--- src/rtl/sprite_renderer.sv ---
// sprite_renderer: snapshots sprite records once per frame and maps each
// pixel coordinate to a colour through a fixed 2-cycle pipeline.
// Optional build macro SPRITE_RENDERER_DEBUG_EN: per-element debug colours
// and the debug_hit_o port.

// Sprite record: exclusive right/bottom edges
typedef struct packed {
  logic [9:0] x_pos;
  logic [9:0] y_pos;
  logic [9:0] right;
  logic [9:0] bottom;
} sprite_t;

module sprite_renderer #(
  parameter int unsigned X_POS_W              = 10,
  parameter int unsigned Y_POS_W              = 10,
  parameter int unsigned SCREEN_H_RES         = 640,
  parameter int unsigned SCREEN_V_RES         = 480,
  parameter int unsigned SCREEN_BORDER        = 10,
  parameter int unsigned SEPARATOR_WIDTH      = 6,
  parameter int unsigned SEPARATOR_DOT_HEIGHT = 18,
  parameter int unsigned RGB_W                = 12,
  parameter logic [RGB_W-1:0] FG_COLOR        = 12'hFFF,
  parameter logic [RGB_W-1:0] BG_COLOR        = 12'h000
) (
  input  logic               clk_i,
  input  logic               rst_n_i,
  input  logic               sprite_upd_i,
  input  sprite_t            player_i,
  input  sprite_t            enemy_i,
  input  sprite_t            ball_i,
  input  logic               frame_start_i,
  input  logic               line_start_i,
  input  logic               pix_valid_i,
  input  logic [X_POS_W-1:0] x_i,
  input  logic [Y_POS_W-1:0] y_i,
  output logic [RGB_W-1:0]   rgb_o,
  output logic               rgb_valid_o
`ifdef SPRITE_RENDERER_DEBUG_EN
  ,
  output logic [4:0]         debug_hit_o
`endif
);

  localparam int unsigned DOT_CNT_W  = (SEPARATOR_DOT_HEIGHT > 1) ? $clog2(SEPARATOR_DOT_HEIGHT) : 1;
  localparam int unsigned SEP_LO     = SCREEN_H_RES / 2 - SEPARATOR_WIDTH / 2;
  localparam int unsigned SEP_HI     = SCREEN_H_RES / 2 + SEPARATOR_WIDTH / 2;
  localparam int unsigned BORDER_BOT = SCREEN_V_RES - SCREEN_BORDER;

`ifdef SPRITE_RENDERER_DEBUG_EN
  localparam logic [RGB_W-1:0] DBG_BALL   = RGB_W'(12'hFF0);
  localparam logic [RGB_W-1:0] DBG_PLAYER = RGB_W'(12'h0F0);
  localparam logic [RGB_W-1:0] DBG_ENEMY  = RGB_W'(12'hF00);
  localparam logic [RGB_W-1:0] DBG_BORDER = RGB_W'(12'h00F);
  localparam logic [RGB_W-1:0] DBG_SEP    = RGB_W'(12'h888);
`endif

  sprite_t player_sh, enemy_sh, ball_sh;
  sprite_t player_act, enemy_act, ball_act;

  logic [DOT_CNT_W-1:0] dot_cnt;
  logic                 dot_on;

  logic s1_valid;
  logic s1_ball_hit, s1_player_hit, s1_enemy_hit, s1_border_hit, s1_sep_hit;

  logic [RGB_W-1:0] rgb_d;

  // Unsigned rectangle test; degenerate rectangles can never satisfy both bounds
  function automatic logic sprite_hit(input sprite_t s,
                                      input logic [X_POS_W-1:0] x,
                                      input logic [Y_POS_W-1:0] y);
    sprite_hit = (x >= X_POS_W'(s.x_pos)) && (x < X_POS_W'(s.right)) &&
                 (y >= Y_POS_W'(s.y_pos)) && (y < Y_POS_W'(s.bottom));
  endfunction

  // Shadow capture on update; active snapshot only at frame start (bypass when coincident)
  always_ff @(posedge clk_i) begin
    if (!rst_n_i) begin
      player_sh  <= '0;
      enemy_sh   <= '0;
      ball_sh    <= '0;
      player_act <= '0;
      enemy_act  <= '0;
      ball_act   <= '0;
    end else begin
      if (sprite_upd_i) begin
        player_sh <= player_i;
        enemy_sh  <= enemy_i;
        ball_sh   <= ball_i;
      end
      if (frame_start_i) begin
        player_act <= sprite_upd_i ? player_i : player_sh;
        enemy_act  <= sprite_upd_i ? enemy_i  : enemy_sh;
        ball_act   <= sprite_upd_i ? ball_i   : ball_sh;
      end
    end
  end

  // Separator dot/gap row counter; frame start wins over line start
  always_ff @(posedge clk_i) begin
    if (!rst_n_i) begin
      dot_cnt <= '0;
      dot_on  <= 1'b1;
    end else if (frame_start_i) begin
      dot_cnt <= '0;
      dot_on  <= 1'b1;
    end else if (line_start_i) begin
      if (dot_cnt == DOT_CNT_W'(SEPARATOR_DOT_HEIGHT - 1)) begin
        dot_cnt <= '0;
        dot_on  <= ~dot_on;
      end else begin
        dot_cnt <= dot_cnt + DOT_CNT_W'(1);
      end
    end
  end

  // Stage 1: registered hit compares
  always_ff @(posedge clk_i) begin
    if (!rst_n_i) begin
      s1_valid      <= 1'b0;
      s1_ball_hit   <= 1'b0;
      s1_player_hit <= 1'b0;
      s1_enemy_hit  <= 1'b0;
      s1_border_hit <= 1'b0;
      s1_sep_hit    <= 1'b0;
    end else begin
      s1_valid      <= pix_valid_i;
      s1_ball_hit   <= sprite_hit(ball_act, x_i, y_i);
      s1_player_hit <= sprite_hit(player_act, x_i, y_i);
      s1_enemy_hit  <= sprite_hit(enemy_act, x_i, y_i);
      s1_border_hit <= (y_i < Y_POS_W'(SCREEN_BORDER)) || (y_i >= Y_POS_W'(BORDER_BOT));
      s1_sep_hit    <= dot_on && (x_i >= X_POS_W'(SEP_LO)) && (x_i < X_POS_W'(SEP_HI));
    end
  end

  // Stage 2 colour select: ball > player > enemy > border > separator > background
  always_comb begin
    rgb_d = BG_COLOR;
    if (s1_valid) begin
`ifdef SPRITE_RENDERER_DEBUG_EN
      if (s1_ball_hit)        rgb_d = DBG_BALL;
      else if (s1_player_hit) rgb_d = DBG_PLAYER;
      else if (s1_enemy_hit)  rgb_d = DBG_ENEMY;
      else if (s1_border_hit) rgb_d = DBG_BORDER;
      else if (s1_sep_hit)    rgb_d = DBG_SEP;
`else
      if (s1_ball_hit || s1_player_hit || s1_enemy_hit || s1_border_hit || s1_sep_hit)
        rgb_d = FG_COLOR;
`endif
    end
  end

  // Stage 2: registered colour and valid
  always_ff @(posedge clk_i) begin
    if (!rst_n_i) begin
      rgb_o       <= BG_COLOR;
      rgb_valid_o <= 1'b0;
    end else begin
      rgb_o       <= rgb_d;
      rgb_valid_o <= s1_valid;
    end
  end

`ifdef SPRITE_RENDERER_DEBUG_EN
  // Stage 2: raw hit flags aligned with rgb_o, cleared for invalid pixels
  always_ff @(posedge clk_i) begin
    if (!rst_n_i) begin
      debug_hit_o <= '0;
    end else begin
      debug_hit_o <= s1_valid ? {s1_ball_hit, s1_player_hit, s1_enemy_hit, s1_border_hit, s1_sep_hit}
                              : 5'b00000;
    end
  end
`endif

endmodule
--- config.mk ---
export PLATFORM = sky130hd
export DESIGN_NAME = sprite_renderer
export DESIGN_NICKNAME = d
export VERILOG_FILES = /design/src/rtl/sprite_renderer.sv
export SDC_FILE = /design/constraint.sdc
export NUM_CORES = 1
export LEC_CHECK = 0
export CORE_UTILIZATION = 36
export CTS_CLUSTER_DIAMETER = 120
export CTS_CLUSTER_SIZE = 24
export DETAILED_ROUTE_END_ITERATION = 6
export PLACE_DENSITY = 0.57
export SETUP_SLACK_MARGIN = 0.15
export SYNTH_ARGS = -nofsm -noshare
export SYNTH_HDL_FRONTEND = slang
export SYNTH_SLANG_ARGS = --single-unit
--- constraint.sdc ---
create_clock -name clk_i -period 2.38 [get_ports clk_i]
set_input_delay 0.595 -clock clk_i [delete_from_list [all_inputs] [get_ports clk_i]]
set_output_delay 0.595 -clock clk_i [all_outputs]
set_load 0.1 [all_outputs]
==> results.sh, run 1 <==
# yosys + openroad results
export IMPL_p_int_uw=6540
export IMPL_htree_levels=1
export IMPL_cp_start_kind="input pin"
export IMPL_tool_warnings=29
export IMPL_max_stage_delay_ns=0.54
export IMPL_dieArea_sq_um=32800
export IMPL_fin_crit_sh=0.919
export IMPL_vias_per_cell=4.93
export IMPL_die_h_um=181
export IMPL_ys_area_sq_um=11600
export IMPL_cp_end_kind="flop"
export IMPL_min_path_type="reg2reg"
export IMPL_ioPinCount=159
export IMPL_cts_tree="yes"
export IMPL_vias=8127
export IMPL_cts_hold_buffers=0
export IMPL_switching_share=0.263
export IMPL_cts_resized=0
export IMPL_edf_count=0
export IMPL_place_gp_congestion=0.816
export IMPL_synth_cells=1098
export IMPL_drc_errors=0
export IMPL_p_per_area_nw_per_um2=629
export IMPL_synth_area_sq_um=11600
export IMPL_most_common_cell="dfxtp_1"
export IMPL_crit_required_ns=2.77
export IMPL_setup_viol=0
export IMPL_track_usage=0.176
export IMPL_dr_pass1_iters=4
export IMPL_topCellsByArea="dfxtp_1 44%, ha_1 13%, mux2i_1 10%"
export IMPL_cp_arrival_ns=2.58
export IMPL_p_clk_frac=0.287
export IMPL_p_sw_uw=2330
export IMPL_leakage_uw=0.00632
export IMPL_antenna_found_initial=1
export IMPL_grt_max_degree=121
export IMPL_postCtsSetupRepairBufs=0
export IMPL_final_hold_viol_count=0
export IMPL_yosysCellCount=1098
export IMPL_grt_pass1_wl_mm=45.4
export IMPL_clkTransAtPathRegs_ns=0.10
export IMPL_hold_ws_ns=0.479
export IMPL_nets=1508
export IMPL_setup_tns_ns=0
export IMPL_grt_pass1_vias=8207
export IMPL_slew_headroom=0.593
export IMPL_status="complete, no violations"
export IMPL_syn2layout_area_growth_pct=22.0
export IMPL_syn_avg_cell_area_sq_um=10.5
export IMPL_dp_hpwl_mm=21.0
[run 1: routing by layer]
metal	up-vias	wire length (um)	track usage
li1	4145	-	-
met4	2	680	0.0468
met1	3774	14700	0.250
met2	163	12100	0.275
met3	43	1380	0.0294
met5	-	11	0
[run 1: state kept, by name (all words and copies together) (netlist names)]
signal and count:
enemy_act 40, player_act 40, s1_sep_hit 1, ball_sh 40, dot_on 1, s1_valid 1
s1_player_hit 1, dot_cnt 5, ball_act 40, s1_border_hit 1, rgb_valid_o 1, s1_ball_hit 1
player_sh 40, s1_enemy_hit 1, rgb_o 1, enemy_sh 40
[run 1: cell usage in the layout (no fill, tap or decap), drive strengths merged, types with 2 or more instances in the layout]
cell / synthesis / layout
dfxtp: 254 / 254
clkdlybuf4s50: 0 / 142
nor2b: 131 / 131
mux2i: 120 / 120
o22a: 120 / 120
ha: 116 / 116
inv: 113 / 114
buf: 37 / 57
a21oi: 27 / 27
o21ai: 23 / 23
a21o: 19 / 19
nand4: 17 / 17
nor2: 15 / 15
clkbuf: 30 / 15
nand2b: 13 / 13
a211oi: 8 / 8
nand2: 6 / 6
xor2: 4 / 4
o21a: 4 / 4
nor3: 4 / 4
a221oi: 4 / 4
and4: 4 / 4
nand3: 3 / 3
o2111ai: 3 / 3
nor4: 3 / 3
and2: 2 / 2
a211o: 2 / 2
a22o: 2 / 2
o31a: 2 / 2
a31oi: 2 / 2
a2111oi: 2 / 2
[run 1: worst paths after layout]
check	start	end	slack (ns)	cells past startpoint
min reg2reg	ball_act[23]	ball_act[23]	0.48	1
max	x_i[0]	s1_player_hit	0.19	8
max reg2reg	ball_act[2]	s1_ball_hit	0.59	7
min	ball_act[23]	ball_act[23]	0.48	1
[run 1: area by class of cell]
class	instances	area, sq um
Clock buffer	15	375
Sequential cell	254	5080
Inverter	113	424
Timing Repair Buffer	199	2050
Multi-Input combinational cell	664	5660
Clock inverter	1	11.3
Tap cell	402	503
Fill cell	2985	17400
[run 1: through the flow]
step,area [sq um],setup WS (ns),util,power (uW)
after floorplan,11600,0.249,-,5750
after global placement,13700,-0.287,0.435,6390
after detailed placement,13700,-0.308,0.435,6430
after CTS,14100,0.209,0.447,8970
after global routing,14100,0.152,0.447,9350
final,14100,0.193,0.447,8870
[run 1: logic make-up (layout without fill, tap and decap cells)]
family / count (synthesis) / count (layout) / share of synthesized area
flops: 254 / 254 / 0.440
compound gates: 221 / 221 / 0.147
simple gates: 202 / 202 / 0.107
buf+inv: 180 / 328 / 0.0725
mux: 120 / 120 / 0.104
fa+ha+maj: 116 / 116 / 0.126
xor+xnor: 5 / 5 / 0.00379
[run 1: power groups by stage]
stage	logic (uW)	registers (uW)	clock network [uW]
5_1_grt	1840	4720	2800
3_5_place_dp	1650	4780	0
6_report	1650	4680	2540
3_3_place_gp	1620	4770	0
2_1_floorplan	1000	4750	0
4_1_cts	1660	4680	2630
**Run 1: routing congestion**

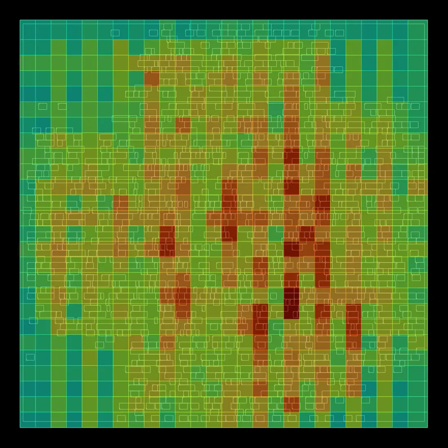
final core utilization: 0.447
met2 GRT Util: 0.275

**Run 1: placement density heat map**

The die is cut into 18 by 18 equal tiles; white is low, dark blue is high, 0 to 100% covered.
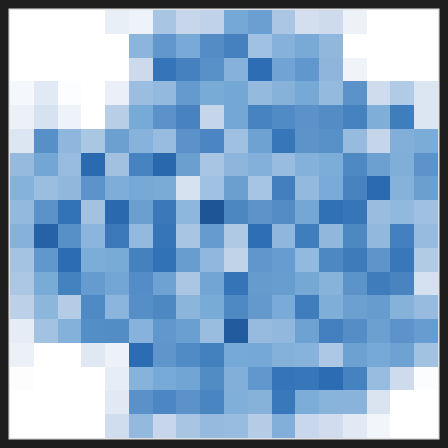
tiles over 75% full	3.4%
emptiest ninth of the die	north-west
mean over tiles	41%
nearly empty tiles	14%
initial core utilization: 0.366
core area: 31,600 sq um

**Run 1: placement by cell class**

The bar under the picture is 50 um long. Fill, decap, tap and diode cells in grey.
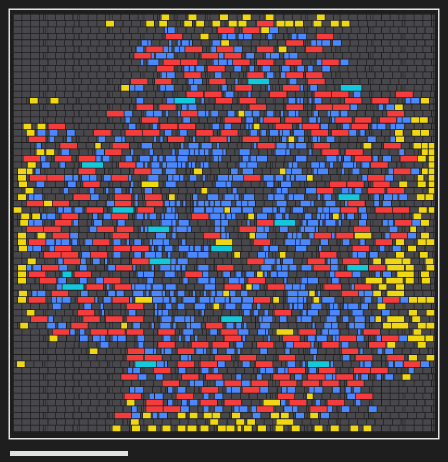
colour	class	cells	share of their area
cyan	clock drivers and dummy loads	16	2.8%
red	flip-flops	254	37%
blue	all other logic	777	45%
yellow	other buffers and delay cells	199	15%
fin area: 14,100 sq um
Site Rows: 65
Seq area share: 0.360

**Run 1: the metal 4 layer**

The bar under the picture is 50 um long. Supply wires on this layer in grey.
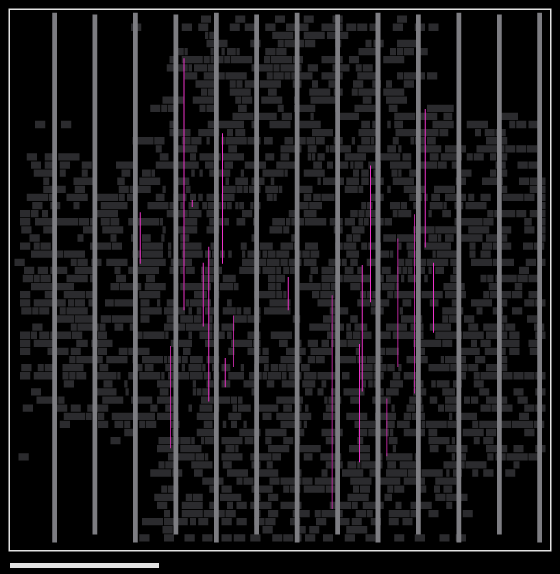

==> run 2, diff against run 1 <==
Settings changed: CTS_CLUSTER_DIAMETER 120 to default, SLEW_MARGIN from default to 20.
**Run 2: the metal 4 layer**

The bar under the picture is 50 um long. Supply wires on this layer in grey.
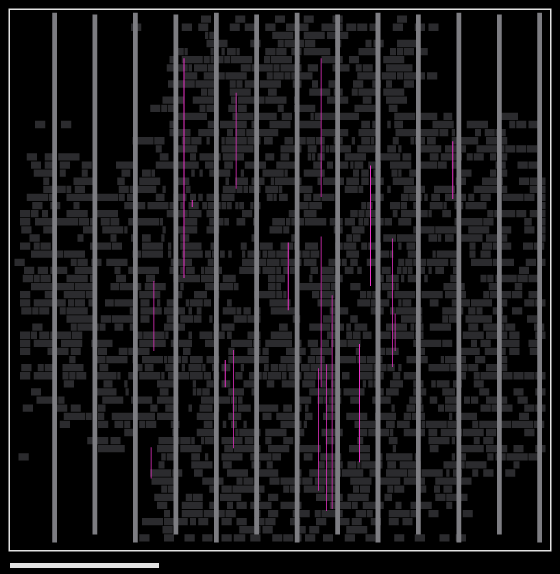
main direction	vertical
share of all routed wire	2.1%
longest straight run	73.4 um
number of vias in the routed layout: 8,218
Total Routed Length: 29.2 mm

**Run 2: routing congestion**

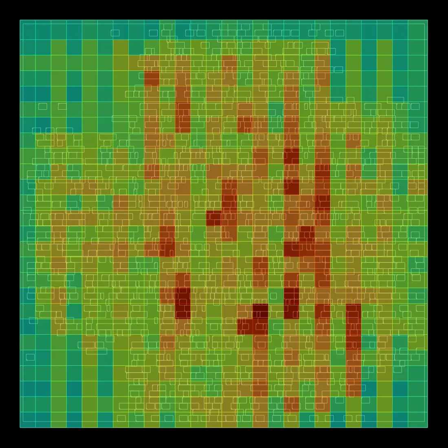
final core utilization: 0.465
per-cell routed wire length: 17.4 um
met1 GRT Util: 0.249
met3 Resource Use GR: 0.0320

==> results.sh, run 2 <==
# yosys + openroad results
export IMPL_status="complete, no violations"
export IMPL_slew_headroom=0.584
export IMPL_cp_end_kind="flop"
export IMPL_tool_warnings=29
export IMPL_dp_hpwl_mm=21.0
export IMPL_nets=1521
export IMPL_drc_errors=0
export IMPL_dr_pass1_iters=4
export IMPL_p_per_area_nw_per_um2=741
export IMPL_cp_arrival_ns=2.57
export IMPL_num_rows=65
export IMPL_cts_hold_buffers=0
export IMPL_initCoreUtil=0.366
export IMPL_setup_viol=0
export IMPL_min_period_ns=2.14
export IMPL_yosysCellCount=1098
export IMPL_core_area_sq_um=31600
export IMPL_leakage_uw=0.00659
export IMPL_final_hold_viol_count=0
export IMPL_edf_count=0
export IMPL_lay_top_count="dfxtp_1"
export IMPL_grt_pass1_wl_mm=46.1
export IMPL_synth_area_sq_um=11600
export IMPL_vias_per_cell=4.89
export IMPL_fin_crit_sh=0.901
export IMPL_layout_top_cells="254 x dfxtp_1, 142 x clkdlybuf4s50_1, 130 x nor2b_1, 120 x mux2i_1, 120 x o22a_1"
export IMPL_power_uw=10900
export IMPL_cp_start_kind="input pin"
export IMPL_place_gp_congestion=0.816
export IMPL_grt_max_degree=121
export IMPL_pre_cts_slack_ns=-0.308
export IMPL_htree_levels=1
export IMPL_grt_pass1_vias=8450
export IMPL_dieArea_sq_um=32800
export IMPL_synth_cells=1098
export IMPL_cts_resized=0
export IMPL_topCellsByArea="dfxtp_1 44%, ha_1 13%, mux2i_1 10%"
export IMPL_syn2layout_area_growth_pct=27.0
export IMPL_crit_required_ns=2.80
export IMPL_ioPinCount=159
export IMPL_syn_avg_cell_area_sq_um=10.5
export IMPL_cts_tree="yes"
export IMPL_min_path_type="reg2reg"
export IMPL_ys_area_sq_um=11600
## run 2: cell count changes in the layout (fill, tap and decap cells not counted)
cell	change
bufinv_16	+6
clkbuf_8	+2
clkinvlp_4	+5
inv_6	+1
clkbuf_16	+12
clkbuf_1	+3
inv_8	-1
clkinv_2	+5
## run 2: cell families (layout without fill, tap and decap cells)
group / count (synthesis) / after routing / synth area share
AND-OR/OR-AND: 221 / 221 / 0.147
XOR/XNOR: 5 / 5 / 0.00379
adder cells (fa/ha/maj): 116 / 116 / 0.126
buffers and inverters: 180 / 361 / 0.0725
flip-flops: 254 / 254 / 0.440
multiplexers: 120 / 120 / 0.104
AND/OR/NAND/NOR: 202 / 202 / 0.107
## run 2: critical path, cell delays in order
cell and delay [ns]:
clkdlybuf4s50_1 0.54, inv_1 0.12, ha_1 0.30, nand2b_1 0.14, a21o_1 0.17, a2111oi_0 0.44, o31a_1 0.21, nor4_2 0.04
## run 2: stage by stage
stage / TNS (ns) / area (sq um)
floorplan: 0 / 11600
global placement: -0.722 / 13700
detailed placement: -0.861 / 13700
CTS: 0 / 14700
global route: 0 / 14700
finish: 0 / 14700
## run 2: layer usage
layer | up-vias | track usage | routed length [um]
met5 | - | 0 | 10
met2 | 177 | 0.279 | 12500
met4 | 2 | 0.0559 | 616
li1 | 4191 | - | -
met3 | 43 | 0.0320 | 1610
met1 | 3805 | 0.249 | 14500
## run 2: cell type report
class | instances | area [sq um] | area share
clock inverters | 17 | 251 | 0.0171
flip-flops and latches | 254 | 5080 | 0.346
repair buffers | 199 | 2050 | 0.140
clock buffers | 32 | 714 | 0.0486
multi-input cells | 664 | 5660 | 0.385
inverters | 113 | 424 | 0.0289
well taps | 402 | 503 | 0.0343
## run 2: power by group
group / switching, uW / leakage, uW / internal [uW]
clock network: 1740 / 0.000460 / 2800
logic: 804 / 0.00403 / 846
registers: 129 / 0.00210 / 4560
## run 2: worst paths after layout
check,slack [ns],from,endpoint,depth (start not counted)
hold / removal,0.47,enemy_act[31],enemy_act[31],1
setup reg to reg,0.56,ball_act[23],s1_ball_hit,7
setup / recovery,0.24,x_i[0],s1_player_hit,8
hold reg to reg,0.47,enemy_act[31],enemy_act[31],1
Power and IR drop assume default switching activity.
